Fig. 1: run 1, metal layers overlaid
(4 px per um) Two of the layers only.
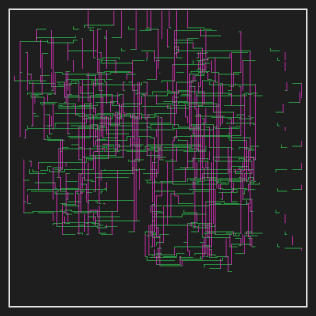
Fig. 2: run 1, pin placement
(6 px per um) Pins as bars across the die edge, other pins in gray.
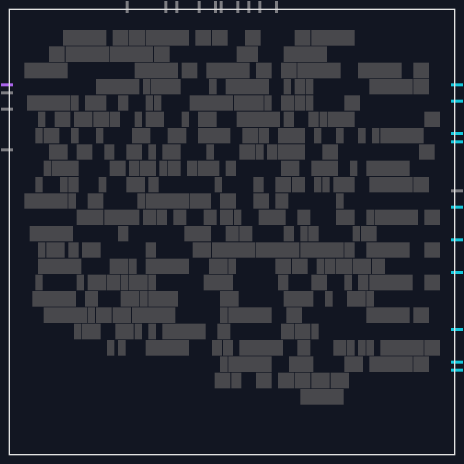
Fig. 3: run 1, the metal 2 layer
(4 px per um) Cells faint in the background.
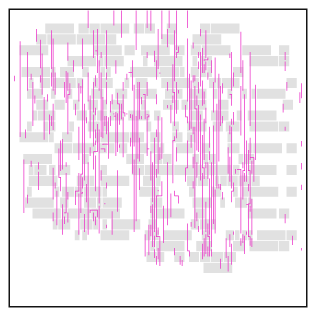
--- src/rtl/lcd_timing_pkg.sv ---
//------------------------------------------------------------------------------
// lcd_timing_pkg
//   Timing constants for a 480x272 parallel-RGB TFT panel: porch and sync
//   widths, derived totals and active-region boundaries.
//   Revision: 1.0
//------------------------------------------------------------------------------
`default_nettype none

package lcd_timing_pkg;

    // Horizontal timing, in pixel clocks
    localparam int H_ACTIVE = 480;
    localparam int H_FP     = 2;
    localparam int H_SYNC   = 41;
    localparam int H_BP     = 2;
    localparam int H_TOTAL  = H_ACTIVE + H_FP + H_SYNC + H_BP;

    // Vertical timing, in lines
    localparam int V_ACTIVE = 272;
    localparam int V_FP     = 2;
    localparam int V_SYNC   = 10;
    localparam int V_BP     = 2;
    localparam int V_TOTAL  = V_ACTIVE + V_FP + V_SYNC + V_BP;

    // Region boundaries: each line/frame is laid out as sync, back porch,
    // active, front porch, starting at count 0.
    localparam int H_ACT_START = H_SYNC + H_BP;
    localparam int H_ACT_END   = H_ACT_START + H_ACTIVE;
    localparam int V_ACT_START = V_SYNC + V_BP;
    localparam int V_ACT_END   = V_ACT_START + V_ACTIVE;

    // Width of the internal counters and of the coordinate outputs
    localparam int COORD_W = 10;

endpackage : lcd_timing_pkg

`default_nettype wire

--- src/rtl/lcd_axis_timing.sv ---
//------------------------------------------------------------------------------
// lcd_axis_timing
//   Wrapping position counter for one display axis, with combinational
//   decode of the sync and active regions of the current count.
//   Revision: 1.0
//------------------------------------------------------------------------------
`default_nettype none

module lcd_axis_timing #(
    parameter int ACTIVE = 480,
    parameter int FP     = 2,
    parameter int SYNC   = 41,
    parameter int BP     = 2,
    parameter int WIDTH  = 10
) (
    input  logic             clk,
    input  logic             resetn,
    input  logic             en,
    output logic [WIDTH-1:0] count,
    output logic             wrap,
    output logic             in_sync,
    output logic             in_active
);

    localparam int TOTAL = ACTIVE + FP + SYNC + BP;

    localparam logic [WIDTH-1:0] LAST      = WIDTH'(TOTAL - 1);
    localparam logic [WIDTH-1:0] SYNC_END  = WIDTH'(SYNC);
    localparam logic [WIDTH-1:0] ACT_START = WIDTH'(SYNC + BP);
    localparam logic [WIDTH-1:0] ACT_END   = WIDTH'(SYNC + BP + ACTIVE);
    localparam logic [WIDTH-1:0] ONE       = WIDTH'(1);

    // Position counter: advances when enabled, wraps after the last position
    always_ff @(posedge clk) begin
        if (!resetn) begin
            count <= '0;
        end else if (en) begin
            if (count == LAST) begin
                count <= '0;
            end else begin
                count <= count + ONE;
            end
        end
    end

    // Wrap pulse only on an enabled step, so the next axis advances once
    assign wrap      = en && (count == LAST);
    assign in_sync   = (count < SYNC_END);
    assign in_active = (count >= ACT_START) && (count < ACT_END);

endmodule : lcd_axis_timing

`default_nettype wire

--- src/rtl/lcd_driver.sv ---
//------------------------------------------------------------------------------
// lcd_driver
//   Free-running HSYNC/VSYNC/DEN timing generator for a parallel-RGB TFT,
//   with registered visible-pixel coordinates. Outputs are registered decodes
//   of the counter state, so they lag the counters by one pixel clock.
//   Revision: 1.0
//------------------------------------------------------------------------------
`default_nettype none

module lcd_driver
    import lcd_timing_pkg::*;
#(
    parameter int H_ACTIVE = lcd_timing_pkg::H_ACTIVE,
    parameter int H_FP     = lcd_timing_pkg::H_FP,
    parameter int H_SYNC   = lcd_timing_pkg::H_SYNC,
    parameter int H_BP     = lcd_timing_pkg::H_BP,
    parameter int V_ACTIVE = lcd_timing_pkg::V_ACTIVE,
    parameter int V_FP     = lcd_timing_pkg::V_FP,
    parameter int V_SYNC   = lcd_timing_pkg::V_SYNC,
    parameter int V_BP     = lcd_timing_pkg::V_BP
) (
    input  logic               VGA_CLK,
    input  logic               RESETn,
    output logic               HSYNC,
    output logic               VSYNC,
    output logic               DEN,
    output logic [COORD_W-1:0] XPOS,
    output logic [COORD_W-1:0] YPOS
);

    // First active count on each axis, used to turn counts into coordinates
    localparam logic [COORD_W-1:0] X_ORIGIN = COORD_W'(H_SYNC + H_BP);
    localparam logic [COORD_W-1:0] Y_ORIGIN = COORD_W'(V_SYNC + V_BP);

    logic [COORD_W-1:0] h_count;
    logic [COORD_W-1:0] v_count;
    logic               h_wrap;
    logic               v_wrap;
    logic               h_sync;
    logic               v_sync;
    logic               h_active;
    logic               v_active;
    logic               den_next;

    // Horizontal axis steps on every pixel clock
    lcd_axis_timing #(
        .ACTIVE (H_ACTIVE),
        .FP     (H_FP),
        .SYNC   (H_SYNC),
        .BP     (H_BP),
        .WIDTH  (COORD_W)
    ) u_h_axis (
        .clk       (VGA_CLK),
        .resetn    (RESETn),
        .en        (1'b1),
        .count     (h_count),
        .wrap      (h_wrap),
        .in_sync   (h_sync),
        .in_active (h_active)
    );

    // Vertical axis steps once per line, on the horizontal wrap
    lcd_axis_timing #(
        .ACTIVE (V_ACTIVE),
        .FP     (V_FP),
        .SYNC   (V_SYNC),
        .BP     (V_BP),
        .WIDTH  (COORD_W)
    ) u_v_axis (
        .clk       (VGA_CLK),
        .resetn    (RESETn),
        .en        (h_wrap),
        .count     (v_count),
        .wrap      (v_wrap),
        .in_sync   (v_sync),
        .in_active (v_active)
    );

    assign den_next = h_active && v_active;

    // Register the decode of the current counter state onto the panel pins
    always_ff @(posedge VGA_CLK) begin
        if (!RESETn) begin
            HSYNC <= 1'b1;
            VSYNC <= 1'b1;
            DEN   <= 1'b0;
            XPOS  <= '0;
            YPOS  <= '0;
        end else begin
            HSYNC <= ~h_sync;
            VSYNC <= ~v_sync;
            DEN   <= den_next;
            // Column is only meaningful while data is enabled
            XPOS  <= den_next ? (h_count - X_ORIGIN) : '0;
            // Line number holds through that line's horizontal blanking
            YPOS  <= v_active ? (v_count - Y_ORIGIN) : '0;
        end
    end

endmodule : lcd_driver

`default_nettype wire

--- config.mk ---
export PLATFORM = sky130hd
export DESIGN_NAME = lcd_driver
export DESIGN_NICKNAME = d
export VERILOG_FILES = /design/src/rtl/lcd_timing_pkg.sv /design/src/rtl/lcd_axis_timing.sv /design/src/rtl/lcd_driver.sv
export SDC_FILE = /design/constraint.sdc
export NUM_CORES = 1
export LEC_CHECK = 0
export CORE_MARGIN = 2
export CORE_UTILIZATION = 40
export CTS_CLUSTER_DIAMETER = 200
export CTS_CLUSTER_SIZE = 25
export DETAILED_ROUTE_END_ITERATION = 10
export SLEW_MARGIN = 20
export SYNTH_ARGS = -nofsm -noshare
export SYNTH_HDL_FRONTEND = slang
export SYNTH_SLANG_ARGS = --single-unit
--- constraint.sdc ---
create_clock -name VGA_CLK -period 2.28 [get_ports VGA_CLK]
set_clock_uncertainty 0.2 [all_clocks]
set_input_delay 0.684 -clock VGA_CLK [delete_from_list [all_inputs] [get_ports VGA_CLK]]
set_output_delay 0.684 -clock VGA_CLK [all_outputs]
set_load 0.05 [all_outputs]
==> out/summary.txt, run 1 <==
result of the run - completed
top_reg_cell synth - sky130_fd_sc_hd__dfxtp_1
number of cells on the worst hold path - 1
footprint of the flip-flops and latches - 861 um2
most common logic cells in the final layout - sky130_fd_sc_hd__dfxtp_1, sky130_fd_sc_hd__nor2_1, sky130_fd_sc_hd__buf_4, sky130_fd_sc_hd__nand2_1, sky130_fd_sc_hd__xnor2_1
DPL Wire Length - 2820 um
class of the tightest hold or removal check - flop to flop
worst path buffer plus inverter count - 1
share of synthesized area occupied by flip-flops and latches - 43.9%
number of fill cells in the layout - 471
Reg clk slew, reported paths - 80 ps
netlist area before placement - 1960 um2
total of flip-flops plus latches after synthesis - 43
Comb gate area - 990 um2
Post-CTS Hold Buffers - 0
cell at the slowest stage of the critical path - sky130_fd_sc_hd__dfxtp_1
cell chain of the critical path - ha_1 -> nor3_1 -> a21boi_0 -> o21ai_0 -> buf_4 -> a21oi_1
Ports - 25
clk sink count - 43
yosys cell count - 221
maximum number of pins on one net before global-route repair - 13
switching part of the total - 21.7%
final worst path period share - 91.8%
number of standard cells after synthesis - 221
floorplan utilization - 41.5%
biggest area consumer among synthesized cells - sky130_fd_sc_hd__dfxtp_1
final hold violations - 0
yosys synthesis chip area - 1960 um2
drc violations - 0
placement-stage worst setup slack - 137 ps
count of inserted antenna diode cells - 0
final sequential cell count - 43
worst supply voltage drop on vdd - 0.372 mV
top post-synthesis cells by area - sky130_fd_sc_hd__dfxtp_1, sky130_fd_sc_hd__nor2_1, sky130_fd_sc_hd__xnor2_1
power density relative to cell area - 548 nW/um2
number of library cell types mapped by synthesis - 44
non-clock buffer count - 33
yosys warning tally - 0
clock latency at the later pin of the worst-skew pair - 290 ps
number of enable-type register cells in the synthesized netlist - 0
clock tree buffer depth - 2
layout overhead on the synthesized area - 17.4%
Slew Viols, Final - 0
total net switching power - 0.000273 W
gpl congestion - 0.775
CTS buffer count - 5
mean instance size in the synthesized netlist - 8.87 um2
Core Footprint - 4720 um2
portion of total power attributed to the clock network - 35.9%
cts repair resizes - 0
worst path setup slack after routing - 187 ps
leading cell category by total area - combinational gates
final count of negative-setup-slack endpoints - 0
required time at the worst-slack endpoint - 2310 ps
Async S/R FF share, synth - 0%
Chip Height - 74.0 um
total vias in the final route - 1543
post-CTS setup buffer count - 0
wire length of the first global-routing pass - 6750 um
number of ordinary inverters in the final layout - 9
fraction of final layout cells sized beyond drive strength 1 - 19.3%
CP endpoint kind - flop
category of the critical setup timing path - flop to flop
CP Data Arrival Time - 2120 ps
initial drt markers - 75
Finished Core Util - 48.7%
post-layout min period - 2090 ps
Comb/total area - 43.0%
final cell count without fillers - 316
Max Fanout on Critical Path - 10
total power - 0.00126 W
highest achievable clock rate - 478 MHz
RSZ-0062 raised after global routing - no
wire length per cell - 12.3 um
Site Rows - 25
final design area excluding fillers - 2300 um2
Top cell area share - 43.9%
OpenROAD warning count - 31
count of multi-input gates - 156
## Picture notes: Fig. 1
[green] met1 | wire length: 1860 um
[magenta] met2 | wire length: 1860 um

## Picture notes: Fig. 2
[cyan] `YPOS` | pins: 10 | direction: output | edge: east
[purple] `VGA_CLK` | pins: 1 | direction: input | edge: west

## Picture notes: Fig. 3
wire length on this layer: 1860 um
longest straight run: 26.2 um
main direction: vertical
nets with wire on the layer: 194
share of all routed wire: 48%

-- run 1: path summary, 6_finish.rpt --
path,startpoint,endpoint,slack [ps]
max,u_v_axis.count[2],YPOS[5],190
min,u_h_axis.count[0],u_h_axis.count[0],320
max reg2reg,u_v_axis.count[2],YPOS[5],190
min reg2reg,u_h_axis.count[0],u_h_axis.count[0],320
-- run 1: Yosys cell counts (all sizes together), types with 2 or more instances --
library cell / instances
a211oi: 2
a21boi: 4
a21o: 2
a21oi: 8
and3: 2
buf: 9
clkbuf: 4
dfxtp: 43
ha: 7
inv: 9
nand2: 13
nand3: 9
nand4: 7
nor2: 39
nor3: 5
nor3b: 3
nor4: 5
o21ai: 10
o31ai: 3
or3: 2
or3b: 2
or4: 3
xnor2: 12
xor2: 8
-- run 1: cell families (layout without fill, tap and decap cells) --
family          Yosys count  in the layout  synth area share, %
simple gates             94             94                 25.2
flops                    43             43                 43.9
compound gates           35             35                 11.9
buf+inv                  22             50                 5.56
xor+xnor                 20             20                 8.94
fa+ha+maj                 7              7                 4.47
-- run 1: sequential cells by signal, indices dropped and copies added, names as in the netlist --
register,count
HSYNC,1
YPOS,10
VSYNC,1
DEN,1
XPOS,10
u_h_axis.count,10
u_v_axis.count,10
-- run 1: power groups by stage --
stage               clock network, W  logic (W)  registers, W
floorplan                          0  0.0000278      0.000785
global placement                   0  0.0000442      0.000782
detailed placement                 0  0.0000434      0.000782
CTS                         0.000471  0.0000437      0.000765
global route                0.000490  0.0000484      0.000766
finish                      0.000453  0.0000432      0.000765
-- run 1: layer usage --
metal	wire length [um]	track usage [%]	vias to the layer above
met4	59	5.86	0
met2	1860	27.1	23
met1	1860	19.7	704
li1	-	-	811
met5	0	0	-
met3	107	3.79	5
==> run 2: changes to the inputs <==
--- a/config.mk
+++ b/config.mk
@@ -8,7 +8,7 @@
 export CORE_MARGIN = 2
 export CORE_UTILIZATION = 40
 export CTS_CLUSTER_DIAMETER = 200
-export CTS_CLUSTER_SIZE = 25
+export CTS_CLUSTER_SIZE = 30
 export DETAILED_ROUTE_END_ITERATION = 10
 export SLEW_MARGIN = 20
 export SYNTH_ARGS = -nofsm -noshare
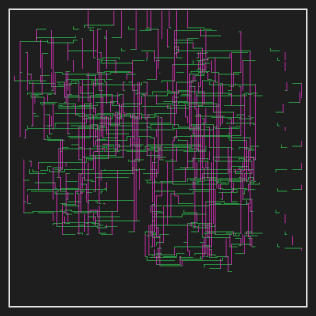
Fig. 4. Metal layers overlaid (run 2).
(4 px per um) Two of the layers only.
[magenta] met2 | wire length: 1860 um
[green] met1 | wire length: 1860 um
combined global-route utilization of all metal layers: 15.9%
wire length per cell: 12.3 um
total vias in the final route: 1543
total detailed-routing wirelength: 3890 um

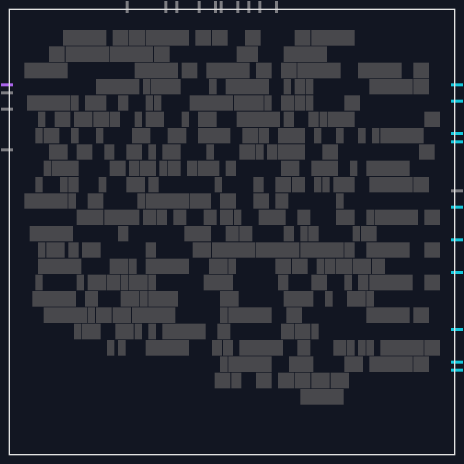
Fig. 5. Pin placement (run 2).
(6 px per um) Pins as bars across the die edge, other pins in gray.
[cyan] `YPOS` | pins: 10 | direction: output | edge: east
[purple] `VGA_CLK` | pins: 1 | direction: input | edge: west
all pins by edge: 11 east, 10 north, 4 west

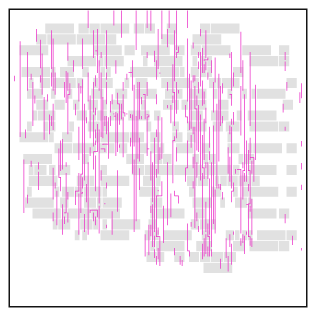
Fig. 6. The metal 2 layer (run 2).
(4 px per um) Cells faint in the background.
wire length on this layer: 1860 um
main direction: vertical
nets with wire on the layer: 194
share of all routed wire: 48%
longest straight run: 26.2 um
global routing met2 resource utilization: 27.1%

==> run 2 against run 1 <==
  * Combinational power about the same
  * Die area unchanged
  * Routed wire length unchanged
  * Cell count unchanged
  * Critical path type unchanged
==> out/summary.txt, run 2 <==
result of the run - completed
most common logic cells in the final layout - sky130_fd_sc_hd__dfxtp_1, sky130_fd_sc_hd__nor2_1, sky130_fd_sc_hd__buf_4, sky130_fd_sc_hd__nand2_1, sky130_fd_sc_hd__xnor2_1
switching part of the total - 21.7%
first-pass iteration count of the detailed router - 4
number of library cell types mapped by synthesis - 44
worst path buffer plus inverter count - 1
Total Nets Final - 257
most instantiated cells after synthesis - sky130_fd_sc_hd__dfxtp_1, sky130_fd_sc_hd__nor2_1, sky130_fd_sc_hd__nand2_1
Biggest consumer - registers
CTS tree - yes
number of fill cells in the layout - 471
Top cell area share - 43.9%
total net switching power - 0.000273 W
Async S/R FF share, synth - 0%
Chip Height - 74.0 um
Max Fanout on Critical Path - 10
combinational power - 0.0000432 W
GR Overflow Total - 0
Site Rows - 25
power share of the sequential group - 60.7%
layout overhead on the synthesized area - 17.4%
cell chain of the critical path - ha_1 -> nor3_1 -> a21boi_0 -> o21ai_0 -> buf_4 -> a21oi_1
portion of total power attributed to the clock network - 35.9%
RSZ-0062 raised after global routing - no
total of flip-flops plus latches after synthesis - 43
share of synthesized area occupied by flip-flops and latches - 43.9%
clock tree buffer depth - 2
worst supply voltage drop on vdd - 0.372 mV
clock latency at the later pin of the worst-skew pair - 290 ps
category of the critical setup timing path - flop to flop
Ports - 25
DPL Wire Length - 2820 um
yosys warning tally - 0
peak per-stage delay on the critical path - 470 ps
footprint of the flip-flops and latches - 861 um2
OpenROAD warning count - 31
gpl congestion - 0.775
routed vias/inst - 4.88
cts repair resizes - 0
fraction of final layout cells sized beyond drive strength 1 - 19.3%
yosys cell count - 221
Post-CTS Hold Buffers - 0
CP delay by family, top - AND-OR/OR-AND gates
top_reg_cell synth - sky130_fd_sc_hd__dfxtp_1
Worst setup SP type - flop
CP endpoint kind - flop
floorplan utilization - 41.5%
mean instance size in the synthesized netlist - 8.87 um2
maximum number of pins on one net before global-route repair - 13
antenna-violating nets left - 0
sequential-cell power consumption - 0.000765 W
Nets at Floorplan - 230
reported clock group power - 0.000453 W
Pleak - 0.935 nW
final count of negative-setup-slack endpoints - 0
class of the tightest hold or removal check - flop to flop
highest achievable clock rate - 478 MHz
Logic pwr share - 3.4%
number of enable-type register cells in the synthesized netlist - 0
drc violations - 0
CTS H-tree lvls - 2
post-CTS setup buffer count - 0
Core Footprint - 4720 um2
count of inserted antenna diode cells - 0
count of buffers inserted at the top-level ports - 24
Slew @ Worst Pin - 481 ps
clk sink count - 43
Slew Viols, Final - 0
most used standard cell by instance count after synthesis - sky130_fd_sc_hd__dfxtp_1
initial drt markers - 75
cell at the slowest stage of the critical path - sky130_fd_sc_hd__dfxtp_1
CP Data Arrival Time - 2120 ps
required time at the worst-slack endpoint - 2310 ps
power density relative to cell area - 548 nW/um2
wire length of the first global-routing pass - 6750 um
final-layout setup total negative slack - 0 ps
post-layout min period - 2090 ps
number of standard cells after synthesis - 221
final worst path period share - 91.8%
floorplan die width - 74.0 um
worst slew slack as a fraction of its limit - 68.0%
top post-synthesis cells by area - sky130_fd_sc_hd__dfxtp_1, sky130_fd_sc_hd__nor2_1, sky130_fd_sc_hd__xnor2_1
root cell of the clock tree - sky130_fd_sc_hd__clkbuf_8
placement-stage worst setup slack - 137 ps
final hold violations - 0
Comb gate area - 990 um2
via count of the first global-routing pass - 1487
die area - 5470 um2
Reg clk slew, reported paths - 80 ps
leading cell type in the layout, fill and taps excluded - sky130_fd_sc_hd__dfxtp_1
worst path setup slack after routing - 187 ps
Pint - 0.000987 W
biggest area consumer among synthesized cells - sky130_fd_sc_hd__dfxtp_1
max capacitance violation total - 0
CTS buffer count - 5
yosys synthesis chip area - 1960 um2
number of antenna violations at the first check in global routing - 0
netlist area before placement - 1960 um2
run 2: cell type report:
class | count | area share [%]
Tap cell | 67 | 3.65
Inverter | 9 | 1.47
Clock inverter | 1 | 0.218
Timing Repair Buffer | 33 | 10.9
Multi-Input combinational cell | 156 | 43.0
Sequential cell | 43 | 37.4
Clock buffer | 7 | 3.32
run 2: logic make-up after synthesis:
| logic type | after synthesis | synth area share [%] |
|---|---|---|
| DFF | 43 | 43.9 |
| and+or+nand+nor | 94 | 25.2 |
| buffers and inverters | 22 | 5.56 |
| AOI/OAI and AO/OA | 35 | 11.9 |
| xor gates and xnor gates | 20 | 8.94 |
| adders and majority gates | 7 | 4.47 |
run 2: worst paths after layout:
| path | startpoint | endpoint | slack (ps) | cells after the start |
|---|---|---|---|---|
| setup / recovery | u_v_axis.count[2] | YPOS[5] | 190 | 6 |
| hold / removal | u_h_axis.count[0] | u_h_axis.count[0] | 320 | 1 |
| setup reg to reg | u_v_axis.count[2] | YPOS[5] | 190 | 6 |
| hold reg to reg | u_h_axis.count[0] | u_h_axis.count[0] | 320 | 1 |
run 2: stage by stage:
step | cell area [um2] | power (W) | hold WS, ps | instances | utilization [%]
after floorplan | 1960 | 0.000813 | 261 | 221 | -
after global routing | 2300 | 0.00130 | 370 | 316 | 48.7
after CTS | 2300 | 0.00128 | 325 | 316 | 48.7
after detailed placement | 2220 | 0.000826 | 308 | 308 | 47.0
final | 2300 | 0.00126 | 316 | 316 | 48.7
after global placement | 2220 | 0.000827 | 299 | 308 | 47.0
run 2: layer usage:
metal,track usage [%],routed length [um],up-vias
met5,0,0,-
met4,5.86,59,0
met3,3.79,107,5
met2,27.1,1860,23
met1,19.7,1860,704
li1,-,-,811
==> run 3: changes to the inputs <==
--- a/config.mk
+++ b/config.mk
@@ -5,11 +5,13 @@
 export SDC_FILE = /design/constraint.sdc
 export NUM_CORES = 1
 export LEC_CHECK = 0
+export ABC_AREA = 0
 export CORE_MARGIN = 2
 export CORE_UTILIZATION = 40
 export CTS_CLUSTER_DIAMETER = 200
 export CTS_CLUSTER_SIZE = 30
 export DETAILED_ROUTE_END_ITERATION = 10
+export PLACE_DENSITY = 0.63
 export SLEW_MARGIN = 20
 export SYNTH_ARGS = -nofsm -noshare
 export SYNTH_HDL_FRONTEND = slang
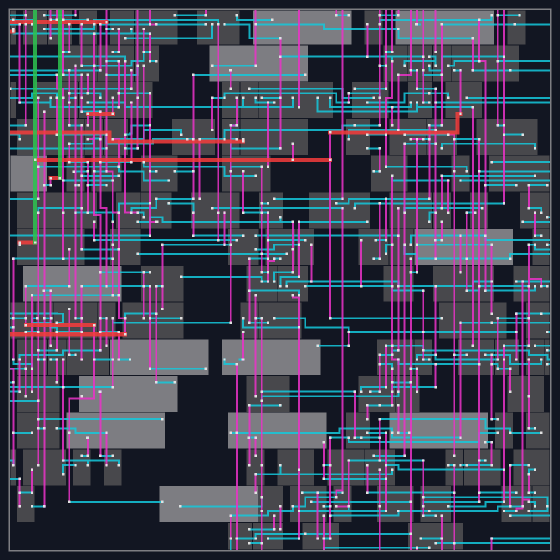
Fig. 7. Close-up of the layout (run 3).
Window x 17 to 57, y 17 to 57 um. Cells in gray, sequential cells in the stronger gray; small squares are vias.
[red] met3
[magenta] met2
[cyan] met1
[green] met4
sequential cells in the window: 12
netlist names of flops here include: `u_v_axis.count` (6), `u_h_axis.count` (5)
cells with their middle in the window: 125
most frequent: nor2_1 (18), dfxtp_1 (12), xnor2_1 (9)

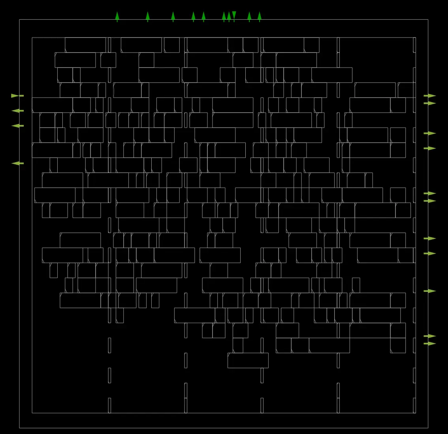
Fig. 8. Cell outlines without signal wires (run 3).
sequential cell area share: 37.4%
Site Rows: 25
final cell count without fillers: 314

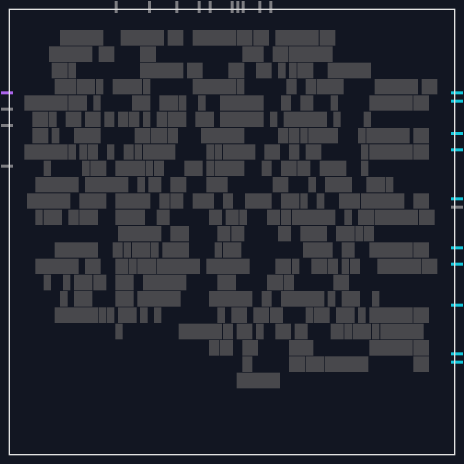
Fig. 9. Pin placement (run 3).
(6 px per um) Pins as bars across the die edge, other pins in gray.
[cyan] `YPOS` | pins: 10 | direction: output | edge: east
[purple] `VGA_CLK` | pins: 1 | direction: input | edge: west
all pins by edge: 11 east, 10 north, 4 west
floorplan die width: 74.0 um
Chip Height: 74.0 um
count of buffers inserted at the top-level ports: 24

==> run 3 against run 2 <==
  * Core utilization rose by 0.11 points
  * Register-to-register slack gained 80 ps
  * Highest routed layer unchanged
  * Non-clock buffer count is 1 lower
  * Cell count fell by 0.63%
  * Critical path type unchanged
  * Fmax grew 3.8%
  * Largest cell class unchanged
  * First-iteration DRC count is 40% higher
==> out/summary.txt, run 3 <==
max capacitance violation total - 0
drc violations - 0
Total Nets Final - 256
top post-synthesis cells by area - sky130_fd_sc_hd__dfxtp_1, sky130_fd_sc_hd__nor2_1, sky130_fd_sc_hd__xnor2_1
gpl congestion - 0.771
synthesized-area fraction occupied by and/or/nand/nor cells - 25.2%
Pleak - 0.936 nW
wire length of the first global-routing pass - 6350 um
power share of the sequential group - 59.6%
Worst Hold Launch - u_h_axis.count[0]
layout overhead on the synthesized area - 17.6%
yosys warning tally - 0
power density relative to cell area - 557 nW/um2
via count of the first global-routing pass - 1394
CP delay by family, top - AND-OR/OR-AND gates
total of flip-flops plus latches after synthesis - 43
root cell of the clock tree - sky130_fd_sc_hd__clkbuf_8
total vias in the final route - 1569
cell chain of the critical path - ha_1 -> o21ai_0 -> a221oi_2 -> o221ai_2 -> nor3_2
post-layout min period - 2020 ps
Slew @ Worst Pin - 507 ps
end point of the most critical hold path - u_h_axis.count[0]
post-CTS setup buffer count - 0
number of cells traversed by the worst register-to-register path - 5
number of antenna violations at the first check in global routing - 0
CTS H-tree lvls - 2
DPL Wire Length - 2710 um
first-pass iteration count of the detailed router - 4
Nets at Floorplan - 230
number of library cell types mapped by synthesis - 44
CTS tree - yes
cell at the slowest stage of the critical path - sky130_fd_sc_hd__dfxtp_1
Logic pwr share - 3.4%
netlist area before placement - 1960 um2
final-layout setup total negative slack - 0 ps
Core Footprint - 4720 um2
Reg clk slew, reported paths - 70 ps
die area - 5470 um2
final worst path period share - 88.5%
most instantiated cells after synthesis - sky130_fd_sc_hd__dfxtp_1, sky130_fd_sc_hd__nor2_1, sky130_fd_sc_hd__nand2_1
worst slew slack as a fraction of its limit - 66.2%
final design area excluding fillers - 2300 um2
mean instance size in the synthesized netlist - 8.87 um2
yosys cell count - 221
antenna-violating nets left - 0
final count of negative-setup-slack endpoints - 0
leading cell type in the layout, fill and taps excluded - sky130_fd_sc_hd__dfxtp_1
mux cell area share after synthesis - 0%
CTS buffer count - 5
share of synthesized area occupied by flip-flops and latches - 43.9%
worst supply voltage drop on vdd - 0.333 mV
most common logic cells in the final layout - sky130_fd_sc_hd__dfxtp_1, sky130_fd_sc_hd__nor2_1, sky130_fd_sc_hd__buf_4, sky130_fd_sc_hd__nand2_1, sky130_fd_sc_hd__xnor2_1
Post-Synth AOI/OAI Area - 11.9%
RSZ-0062 raised after global routing - no
most used standard cell by instance count after synthesis - sky130_fd_sc_hd__dfxtp_1
routed vias/inst - 5.00
highest achievable clock rate - 496 MHz
clk sink count - 43
biggest area consumer among synthesized cells - sky130_fd_sc_hd__dfxtp_1
Slew Viols, Final - 0
class of the tightest hold or removal check - flop to flop
final hold violations - 0
wire length per cell - 12.1 um
fraction of final layout cells sized beyond drive strength 1 - 19.8%
GR Overflow Total - 0
xor+xnor area frac - 8.94%
CP Data Arrival Time - 2040 ps
floorplan utilization - 41.5%
cts repair resizes - 0
Max Fanout on Critical Path - 10
number of cells on the worst hold path - 1
Worst setup SP type - flop
yosys synthesis chip area - 1960 um2
required time at the worst-slack endpoint - 2300 ps
portion of total power attributed to the clock network - 37.1%
top comb family, area - simple AND/OR/NAND/NOR gates
Async S/R FF share, synth - 0%
total power - 0.00128 W
maximum number of pins on one net before global-route repair - 13
switching part of the total - 21.3%
clock tree buffer depth - 2
number of enable-type register cells in the synthesized netlist - 0
origin of the critical flop-to-flop path - u_h_axis.count[0]
initial drt markers - 105
total net switching power - 0.000274 W
Crit Reg-Reg Endpoint - XPOS[5]
Ports - 25
Adder Share, Synth - 4.47%
combined global-route utilization of all metal layers - 14.9%
result of the run - completed
category of the critical setup timing path - flop to flop
CP endpoint kind - flop
instance area after placement - 2210 um2
count of inserted antenna diode cells - 0
clock latency at the later pin of the worst-skew pair - 290 ps
OpenROAD warning count - 31
total detailed-routing wirelength - 3810 um
peak per-stage delay on the critical path - 440 ps
Top cell area share - 43.9%
Pint - 0.00101 W
setup slack of the most critical reg-to-reg path - 260 ps
top_reg_cell synth - sky130_fd_sc_hd__dfxtp_1
Post-CTS Hold Buffers - 0
worst path buffer plus inverter count - 0
number of standard cells after synthesis - 221
==> run 3: cell count changes in the layout (fill, tap and decap cells not counted), sizes merged <==
| cell | change |
|---|---|
| clkbuf | -1 |
| buf | -1 |
==> run 3: final cells by class <==
cell class	count	area, um2
multi-input combinational	156	996
clock inverter	1	5.00
fill	489	2420
inverter	9	33.8
clock buffer	6	82.6
sequential	43	861
tap	67	83.8
timing repair buffer	32	243
==> run 3: metal layers <==
| metal | up-vias | track usage, % | part of all wire, % |
|---|---|---|---|
| met4 | 0 | 5.66 | 1.3 |
| met5 | - | 0 | 0 |
| li1 | 801 | - | - |
| met3 | 7 | 3.93 | 4.4 |
| met1 | 725 | 18.6 | 47 |
| met2 | 36 | 24.9 | 47 |
==> run 3: stage by stage <==
step / util (%) / std cells / hold slack [ps] / setup WS, ps
3_5_place_dp: 46.8 / 307 / 303 / 116
6_report: 48.8 / 314 / 310 / 263
5_1_grt: 48.8 / 314 / 352 / 101
4_1_cts: 48.7 / 314 / 319 / 162
3_3_place_gp: 46.8 / 307 / 292 / 150
2_1_floorplan: - / 221 / 261 / 434
==> run 3: worst max path at each step <==
stage	cells after the start	start	slack, ps	endpoint
after global placement	3	RESETn	150	XPOS[5]
after detailed placement	3	RESETn	120	XPOS[5]
final	5	u_h_axis.count[0]	260	XPOS[5]
after global routing	5	u_h_axis.count[0]	100	XPOS[8]
after floorplan	7	u_h_axis.count[0]	430	u_v_axis.count[9]
after CTS	5	u_h_axis.count[0]	160	XPOS[5]
==> run 3: power by group through the flow <==
stage	logic, W	registers (W)	clock network, W
4_1_cts	0.0000438	0.000765	0.000497
6_report	0.0000434	0.000765	0.000476
2_1_floorplan	0.0000278	0.000785	0
3_5_place_dp	0.0000436	0.000782	0
5_1_grt	0.0000485	0.000766	0.000524
3_3_place_gp	0.0000434	0.000782	0
Power figures rest on the tool's default switching activity, not on a simulated workload.
